File: config.mk
export PLATFORM = sky130hd
export DESIGN_NAME = interboard_receiver
export DESIGN_NICKNAME = d
export VERILOG_FILES = /design/src/rtl/interboard_pkg.sv /design/src/rtl/sync_ff.sv /design/src/rtl/interboard_receiver.sv
export SDC_FILE = /design/constraint.sdc
export NUM_CORES = 1
export LEC_CHECK = 0
export CAP_MARGIN = 20
export CORE_MARGIN = 8
export CORE_UTILIZATION = 35
export CTS_CLUSTER_DIAMETER = 50
export CTS_CLUSTER_SIZE = 28
export DETAILED_ROUTE_END_ITERATION = 16
export PLACE_DENSITY_LB_ADDON = 0.12
export SETUP_SLACK_MARGIN = 0.5
export SLEW_MARGIN = 15
export SYNTH_ARGS = -nofsm -noshare
export SYNTH_HDL_FRONTEND = slang
export SYNTH_SLANG_ARGS = --single-unit
File: constraint.sdc
create_clock -name clk -period 1.9 [get_ports clk]
set_input_delay 0.38 -clock clk [delete_from_list [all_inputs] [get_ports clk]]
set_output_delay 0.38 -clock clk [all_outputs]
set_load 0.03 [all_outputs]
File: src/rtl/interboard_pkg.sv
// Shared definitions for the two-board Bingo link (receiver and transmitter):
// message types, beat field positions and the receiver FSM encoding.
package interboard_pkg;

  localparam logic [2:0] MSG_START  = 3'd1;
  localparam logic [2:0] MSG_NUMBER = 3'd2;
  localparam logic [2:0] MSG_WIN    = 3'd3;
  localparam logic [2:0] MSG_RESET  = 3'd7;

  localparam int HDR_BIT  = 5;
  localparam int TYPE_MSB = 4;
  localparam int TYPE_LSB = 2;
  localparam int PAR_BIT  = 0;

  typedef enum logic [1:0] {
    ST_IDLE  = 2'd0,
    ST_ACK   = 2'd1,
    ST_DRAIN = 2'd2
  } rx_state_e;

  // Even parity over {msg_type, number}; the sender puts this in header bit 0.
  function automatic logic msg_parity(input logic [2:0] msg_type, input logic [4:0] number);
    return ^{msg_type, number};
  endfunction

endpackage

File: src/rtl/sync_ff.sv
// Multi-flop synchroniser for a single asynchronous control bit (Request/Ack).
// STAGES must be at least 2.
module sync_ff #(
  parameter int STAGES = 2
) (
  input  logic clk,
  input  logic rst,
  input  logic d_i,
  output logic q_o
);

  logic [STAGES-1:0] sync_q;

  always_ff @(posedge clk) begin
    if (rst) sync_q <= '0;
    else     sync_q <= {sync_q[STAGES-2:0], d_i};
  end

  assign q_o = sync_q[STAGES-1];

endmodule

File: src/rtl/interboard_receiver.sv
// Receive end of the inter-board link: four-phase Request/Ack handshake and
// two-beat frame reassembly. Optional header parity check under INTER_PARITY_EN.
//
//   state    | meaning
//   ST_IDLE  | Ack low, waiting for Request (may be mid-frame awaiting data beat)
//   ST_ACK   | beat latched, Ack high, waiting for Request to fall
//   ST_DRAIN | beat abandoned on timeout, Ack low, waiting for Request to fall
module interboard_receiver
  import interboard_pkg::*;
#(
  parameter int SYNC_STAGES    = 2,
  parameter int TIMEOUT_CYCLES = 1_000_000
) (
  input  logic       clk,
  input  logic       rst,
  input  logic       Request_in,
  input  logic [5:0] inter_data_in,
  output logic       Ack_out,
  output logic       interboard_en,
  output logic [2:0] interboard_msg_type,
  output logic [4:0] interboard_number,
  output logic       interboard_rst,
  output logic       frame_err
);

  localparam int              CNT_W    = $clog2(TIMEOUT_CYCLES + 1);
  localparam logic [CNT_W-1:0] CNT_LAST = CNT_W'(TIMEOUT_CYCLES - 1);

  rx_state_e        state_q, state_d;
  logic             expect_data_q, expect_data_d;
  logic [5:0]       beat_q, beat_d;
  logic [2:0]       hdr_type_q, hdr_type_d;
  logic [CNT_W-1:0] cnt_q, cnt_d;
  logic             ack_q, ack_d;
  logic             en_q, en_d;
  logic             rstp_q, rstp_d;
  logic             err_q, err_d;
  logic [2:0]       type_q, type_d;
  logic [4:0]       num_q, num_d;
  logic             req_s;
  logic             timed_out;
  logic             parity_ok;
`ifdef INTER_PARITY_EN
  logic             hdr_par_q, hdr_par_d;
`endif

  sync_ff #(.STAGES(SYNC_STAGES)) u_req_sync (
    .clk (clk),
    .rst (rst),
    .d_i (Request_in),
    .q_o (req_s)
  );

  assign timed_out = (cnt_q == CNT_LAST);

`ifdef INTER_PARITY_EN
  assign parity_ok = (hdr_par_q == msg_parity(hdr_type_q, beat_q[4:0]));
`else
  assign parity_ok = 1'b1;
`endif

  always_comb begin
    state_d       = state_q;
    expect_data_d = expect_data_q;
    beat_d        = beat_q;
    hdr_type_d    = hdr_type_q;
    cnt_d         = cnt_q;
    ack_d         = ack_q;
    en_d          = 1'b0;
    rstp_d        = 1'b0;
    err_d         = 1'b0;
    type_d        = type_q;
    num_d         = num_q;
`ifdef INTER_PARITY_EN
    hdr_par_d     = hdr_par_q;
`endif
    case (state_q)
      ST_IDLE: begin
        if (req_s) begin
          beat_d  = inter_data_in;
          ack_d   = 1'b1;
          state_d = ST_ACK;
        end else if (expect_data_q) begin
          if (timed_out) begin
            err_d         = 1'b1;
            expect_data_d = 1'b0;
            cnt_d         = '0;
          end else begin
            cnt_d = cnt_q + 1'b1;
          end
        end
      end
      ST_ACK: begin
        if (!req_s) begin
          state_d = ST_IDLE;
          ack_d   = 1'b0;
          if (!expect_data_q) begin
            if (beat_q[HDR_BIT]) begin
              hdr_type_d    = beat_q[TYPE_MSB:TYPE_LSB];
              expect_data_d = 1'b1;
`ifdef INTER_PARITY_EN
              hdr_par_d     = beat_q[PAR_BIT];
`endif
            end else begin
              err_d = 1'b1;
            end
          end else if (!beat_q[HDR_BIT]) begin
            expect_data_d = 1'b0;
            if (parity_ok) begin
              type_d = hdr_type_q;
              num_d  = beat_q[4:0];
              en_d   = 1'b1;
              rstp_d = (hdr_type_q == MSG_RESET);
            end else begin
              err_d = 1'b1;
            end
          end else begin
            // A header where data was due: report it and resync on this header.
            err_d      = 1'b1;
            hdr_type_d = beat_q[TYPE_MSB:TYPE_LSB];
`ifdef INTER_PARITY_EN
            hdr_par_d  = beat_q[PAR_BIT];
`endif
          end
        end else if (timed_out) begin
          ack_d         = 1'b0;
          err_d         = 1'b1;
          expect_data_d = 1'b0;
          state_d       = ST_DRAIN;
        end else begin
          cnt_d = cnt_q + 1'b1;
        end
      end
      ST_DRAIN: begin
        if (!req_s) state_d = ST_IDLE;
      end
      default: state_d = ST_IDLE;
    endcase
    if (state_d != state_q) cnt_d = '0;
  end

  always_ff @(posedge clk) begin
    if (rst) begin
      state_q       <= ST_IDLE;
      expect_data_q <= 1'b0;
      beat_q        <= '0;
      hdr_type_q    <= '0;
      cnt_q         <= '0;
      ack_q         <= 1'b0;
      en_q          <= 1'b0;
      rstp_q        <= 1'b0;
      err_q         <= 1'b0;
      type_q        <= '0;
      num_q         <= '0;
`ifdef INTER_PARITY_EN
      hdr_par_q     <= 1'b0;
`endif
    end else begin
      state_q       <= state_d;
      expect_data_q <= expect_data_d;
      beat_q        <= beat_d;
      hdr_type_q    <= hdr_type_d;
      cnt_q         <= cnt_d;
      ack_q         <= ack_d;
      en_q          <= en_d;
      rstp_q        <= rstp_d;
      err_q         <= err_d;
      type_q        <= type_d;
      num_q         <= num_d;
`ifdef INTER_PARITY_EN
      hdr_par_q     <= hdr_par_d;
`endif
    end
  end

  assign Ack_out             = ack_q;
  assign interboard_en       = en_q;
  assign interboard_rst      = rstp_q;
  assign frame_err           = err_q;
  assign interboard_msg_type = type_q;
  assign interboard_number   = num_q;

endmodule

==> Changelog: implementation <==
### Metrics

- Number of buffers created by CTS: 5
- Syn Area/Cell: 9.096 sq um
- Hold_sp: u_req_sync.sync_q[0]
- Hold slack: about 0.44 ns
- Worst r2r src: cnt_q[13]
- Clock Power: 0.891 mW
- Cell area after layout: between 0.002 and 0.003 sq mm
- Max-cap viol count: 0
- FP Rows: 28
- Chip height: between 90 and 100 microns
- Crit path max fanout: 7
- I/O Buffers: 20
- TNS Setup: 0 ns
- Reg2reg end: cnt_q[5]
- Non-Clock Buffer Area Fraction: roughly 14%
- TritonCTS clock tree: built
- Number of nets in the layout: between 200 and 300
- Cell area leaders: dfxtp_1, mux2i_1, nor2_1
- Placed cell area: roughly 0.0025 sq mm
- Top cell category: multi-input combinational cells
- Max layer used: met4
- Avg WL per Cell: 13.55 microns
- Xor+xnor area frac: roughly 7.1%
- Clock-cell share: 5.108%
- Sequential fraction of the synthesis area: 44.02%
- Antenna Cells: 0
- CORE AREA: between 0.005 and 0.006 sq mm
- Most frequent cell after synthesis: dfxtp_1
- Tap cells: approximately 75
- Worst path max stage delay: about 0.53 ns
- Sw frac: between 15 and 20%
- Largest net degree at the start of global routing: 18
- WP data required: 2.09 ns
- Comb area share: 43.37%
- Iteration-0 DRC Markers: roughly 55
- Highest-count logic cell in the final layout: dfxtp_1
- Htree depth: 2
- Status: finished, final reports clean
- Synth-to-Final Area Change: 33.49%
- Logic area: 0.001211 sq mm
- DRC viols: 0
- Post-Syn Area: 0.002092 sq mm
- Sequential group power: 0.976 mW
- Count of hold-fix buffers inserted at cts: 0
- Number of synthesized register bits: ~46
- RSZ-0062 raised after global routing: yes
- Routed wire length: about 4700 microns
- Crit path to: cnt_q[5]
- Number of cells in Yosys stat: approximately 230
- Main flop type: dfxtp_1
- Ys async rst share: 0%
- Comb power: between 0.09 and 0.1 mW
- Layout cells sized above 1: ~29%
==> images/clock_wires.png <==
(4 px per micron)
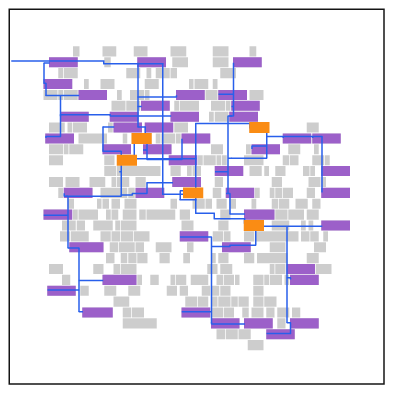
clock-net drivers -> orange  # count 5
flip-flops -> purple  # count 46
clock wires -> blue  # length 604 microns
routed clock nets = 6

==> images/gates.png <==
(4 px per micron)
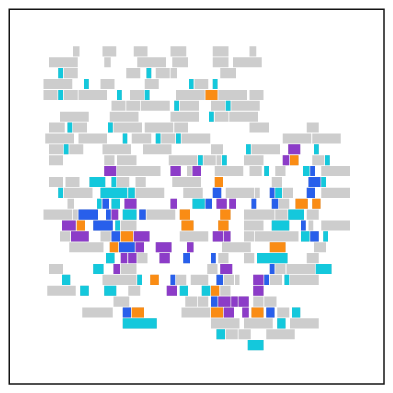
and/or cells -> orange  # cells 18
aoi and oai cells -> purple  # cells 31
nor cells -> cyan  # cells 56
nand cells -> blue  # cells 26

==> images/clock_nets.png <==
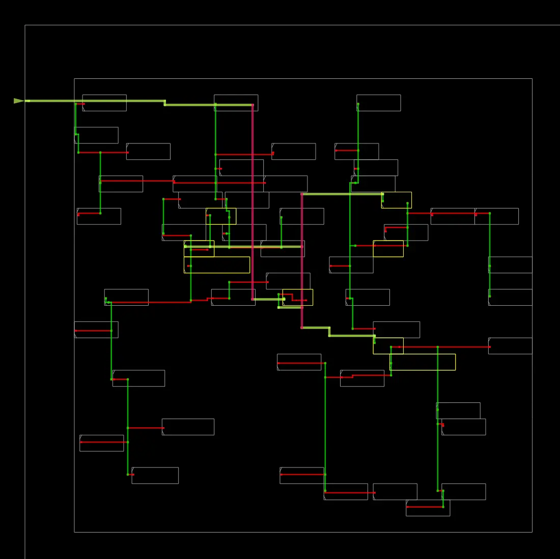
# clk buffers: 6
Setup Skew: 0.002513 ns
Flops: 46
clk sinks: 46

==> images/layers.png <==
(3 px per micron) Only two layers are drawn.
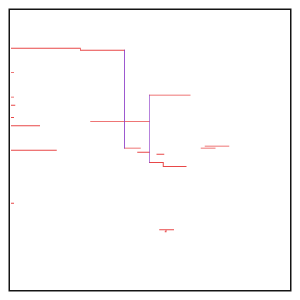
M3 -> red  # wire length 143 microns
M4 -> purple  # wire length 55.1 microns

==> images/pinout.png <==
(4 px per micron) Pins as bars across the die edge, other pins in grey.
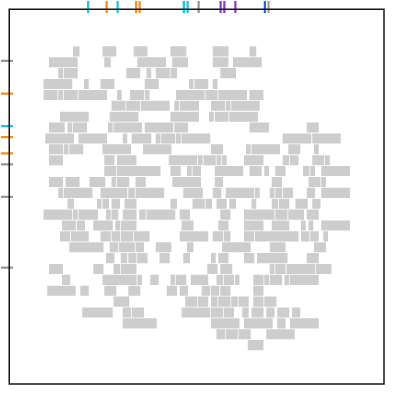
interboard_msg_type -> purple  # pins 3, direction output, edge north
inter_data_in -> orange  # pins 6, direction input, edge 3 west, 3 north
interboard_number -> cyan  # pins 5, direction output, edge 4 north, 1 west
interboard_en -> blue  # pins 1, direction output, edge north
all pins by edge = 13 north, 8 west

Power is estimated from default activity; no workload was simulated.
